Design data_path, sky130hd; sources not shown.
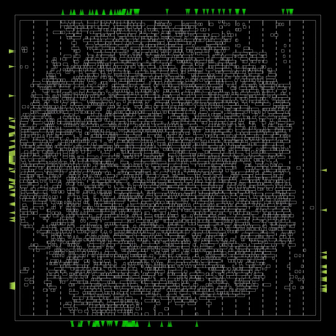
Fig. 1. Cell placement.
standard-cell rows: 111
count of sequential standard cells: 704
tap cell count: 1186
Core Region: 91400 sq um

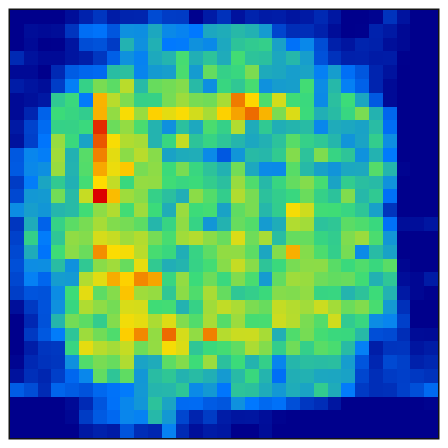
Fig. 2. Routed metal per tile.
The die is cut into 31 by 31 equal tiles; dark blue is low, red is high, scaled to the fullest tile. Values are wire area over tile area, all layers added.
nearly empty tiles: 13%
fullest tile: 0.63
mean over tiles: 0.22
emptiest ninth of the die: upper right
tiles over half the peak: 30%
global-route usage over all layers: 26.3%
average wire per standard cell: 23.3 um
Routed WL: 134000 um

==> run notes <==
Results of the run.

The post-detailed-route via-to-cell ratio is 5.93. In the synthesis report, Yosys lists the chip area as 37600 sq um. Routed signal wires occupy layers up through met4.

STA classifies the critical path endpoint as a register. As logged by OpenROAD, the buffers inserted on ports number 151. Looking at the clock tree report, the root buffer type is sky130_fd_sc_hd__clkbuf_16. The part of the power in the clock network is 40.1%. The required arrival time at the worst endpoint is 10370 ps. The Yosys step of the flow raised 0 warnings.

The design internal power is 5.36 mW. The share of synthesized registers carrying an async set or reset is 0%. Per the gpl log, the routability congestion estimate is 0.952.

The iteration-0 DRC count of the detailed router is 3309. The die area is 97900 sq um. The final global-route overflow total is 0. The highest ir drop seen on vdd is 121 uV. The cell area that synthesis handed to floorplanning was 37600 sq um. The number of buffers added for setup after CTS is 0. Cells with a size suffix above 1 make up 7.68% of the layout. Clock latency on the worst-skew pair, taken at its later pin, is 640 ps. The maximum clock rate is 149 MHz.

For this run, the slowest stage of the critical path takes 740 ps. The power share of the sequential group is 40.3%. The mean cell area of the mapped netlist is 8.13 sq um.

The number of nets in the layout is 4691. The worst slew margin relative to its limit is 22.1%. For this run, design rule violations remaining after detail routing come to 0. The worst path arrival time is 7200 ps. 152 I/O pins were placed. met2 track demand over resource after global routing is 42.0%. The worst setup path is of the in -> reg kind. Subtracting the final worst setup slack from the clock period gives 6730 ps.

The number of distinct standard cells referenced by the synthesized netlist is 105. The die span in x is 313 um. The combined buffer and inverter count along the critical path is 5. The wire-length estimate of the detail-placed layout is 88200 um. The net switching power is 2.39 mW. Setup repair after global routing left no endpoint under its margin. After synthesis the netlist holds a flip-flop and latch count of 704. The finished layout holds 5769 standard cells, fillers aside. The total number of vias is 34200. In the CTS report, the clock slew at the register clock pins of the worst setup and hold paths is listed as 60 ps. Global routing consumed, on the met1 layer, 37.0% of the routing resources. The number of diodes is 0. Between clock sinks in the finished design, the worst skew comes to 25.4 ps. The total iterations of the first detailed-routing run is 6. After synthesis, the design contains 4627 cells according to Yosys. The number of resized instances in the post-cts repair step is 0. The maximum fanout encountered on the critical timing path is 26.

The die is 313 um tall. The most prevalent standard cell on the critical path is sky130_fd_sc_hd__buf_4. In this run the most used layer during global routing was met2. Of the synthesized area, sequential elements account for 37.5%. The number of violations of the max-capacitance limit is 0. The kind of start point of the critical path is an input pin. The switching part of the total is 30.8%. TritonCTS built the clock tree.

The report lists the cells along the critical path as clkdlybuf4s50_1 > buf_4 > nor3b_1 > nor4_1 > a211oi_1 > o21ai_0 > and2_1 > buf_4 > ha_1 > inv_1 > fa_1 > nand2b_1 > a21oi_1 > o221a_2 > o31a_1 > o41ai_1 > buf_4 > nand4_1 > and3_1 > a21oi_1 > xnor2_1 > o31a_1 > o31ai_1 > a31oi_1. The cell family contributing the most delay on the critical path is AND-OR/OR-AND gates. In this run the tools logged warnings totalling 72. The flow ran to the end, and the final reports show no timing, DRC or antenna violations. The pin count of the biggest net entering global routing is 200. The initial antenna violation count is 0. The type recorded for the worst min-delay path is reg -> reg.

Counting endpoints that fail hold in the final report gives 0. The post-route fraction of the period consumed by the critical path is 67.9%. After detailed routing, the wire length on met1 is 61200 um. The H-tree was split into 3 levels. The met3 global-route usage is 3.49%. The transition time at the pin with the least slew margin is 1170 ps. In this run, synthesis inferred 0 flip-flops with an integrated enable. Counting buffers and inverters, the worst setup path is 24 cells deep. The report lists the power per cell area as 183 nW/um^2. Pins over their slew limit in the final report were tallied at 0. The number of global-route vias before repair is 32200.

The detailed router reports a met3 wire length of 8630 um. Hold repair after CTS inserted 0 buffers. The number of stages on the worst hold path is 2. The count of clock tree sinks is 704. The initial core utilization is 41.2%.

The clock buffer count from CTS is 79. The slowest cell on the critical path is sky130_fd_sc_hd__clkdlybuf4s50_1.
## logic make-up (layout without fill, tap and decap cells)
| group | count (synthesis) | count (layout) | synth area share, % |
|---|---|---|---|
| AND/OR/NAND/NOR | 1623 | 1623 | 19.6 |
| AND-OR/OR-AND | 1152 | 1152 | 21.2 |
| flip-flops | 704 | 704 | 37.5 |
| buffers and inverters | 574 | 530 | 6.05 |
| multiplexers | 428 | 428 | 11.4 |
| adder cells (fa/ha/maj) | 84 | 84 | 2.81 |
| XOR/XNOR | 62 | 62 | 1.44 |
## cells in the mapped netlist, types with 68 or more instances
master                     number  area [sq um]
sky130_fd_sc_hd__ha_1          83          1040
sky130_fd_sc_hd__buf_1         80           300
sky130_fd_sc_hd__dfxtp_1      704         14100
sky130_fd_sc_hd__a21oi_1      218          1090
sky130_fd_sc_hd__nor2b_1       82           513
sky130_fd_sc_hd__inv_1        117           439
sky130_fd_sc_hd__nor2_1       834          3130
sky130_fd_sc_hd__o21ai_0      191           956
sky130_fd_sc_hd__a211oi_1     314          2360
sky130_fd_sc_hd__buf_2         68           340
sky130_fd_sc_hd__nand2_1      297          1110
sky130_fd_sc_hd__mux2i_1      423          4230
sky130_fd_sc_hd__clkbuf_1     289          1080
sky130_fd_sc_hd__nor3_1        95           475
## cells in the final DEF (no fill, tap or decap), drive strengths merged, types with 16 or more instances in the layout
| cell | n |
|---|---|
| a221oi | 27 |
| xnor2 | 57 |
| o21ai | 201 |
| a21oi | 220 |
| nand2 | 298 |
| and3 | 35 |
| nand4 | 16 |
| ha | 83 |
| mux2i | 423 |
| o211ai | 60 |
| o311ai | 17 |
| dfxtp | 704 |
| nor3 | 98 |
| or3 | 20 |
| nor2 | 837 |
| o2111ai | 17 |
| clkbuf | 113 |
| o21bai | 18 |
| a31oi | 40 |
| nor4 | 30 |
| o221ai | 18 |
| nand3b | 18 |
| clkdlybuf4s50 | 113 |
| clkinv | 27 |
| nand2b | 33 |
| buf | 140 |
| o31ai | 28 |
| nor3b | 48 |
| nor2b | 82 |
| o21a | 30 |
| a2111oi | 21 |
| inv | 126 |
| nand3 | 54 |
| a211oi | 318 |
## per-stage QoR
stage,hold WS [ps],cell area (sq um),setup WS (ps),power (mW),util (%)
5_1_grt,494,42300,2720,8.04,46.2
2_1_floorplan,425,35800,3810,4.01,-
3_3_place_gp,462,39500,2590,4.65,43.2
6_report,482,42300,3170,7.75,46.2
4_1_cts,480,42200,3240,7.77,46.2
3_5_place_dp,471,39500,2610,4.66,43.2
## layout make-up
cell class                 count  area (sq um)
inverter                     131           492
sequential                   704         14100
clock inverter                33           443
multi-input combinational   3349         21300
fill                        8996         49100
clock buffer                 112          2290
tap                         1186          1480
timing repair buffer         254          2150
## power by group through the flow
| stage | Sequential (mW) | Clock [mW] | Combinational [mW] |
|---|---|---|---|
| after detailed placement | 3.18 | 0 | 1.48 |
| after global routing | 3.14 | 3.26 | 1.64 |
| final | 3.12 | 3.11 | 1.52 |
| after floorplan | 3.20 | 0 | 0.803 |
| after CTS | 3.12 | 3.15 | 1.49 |
| after global placement | 3.18 | 0 | 1.48 |
## tightest hold or removal path: cells and delay by family (launching register included)
kind	cells	cell delay, ps
compound gates	1	50
flops	1	310
simple gates	1	80
Power and IR drop assume default switching activity.
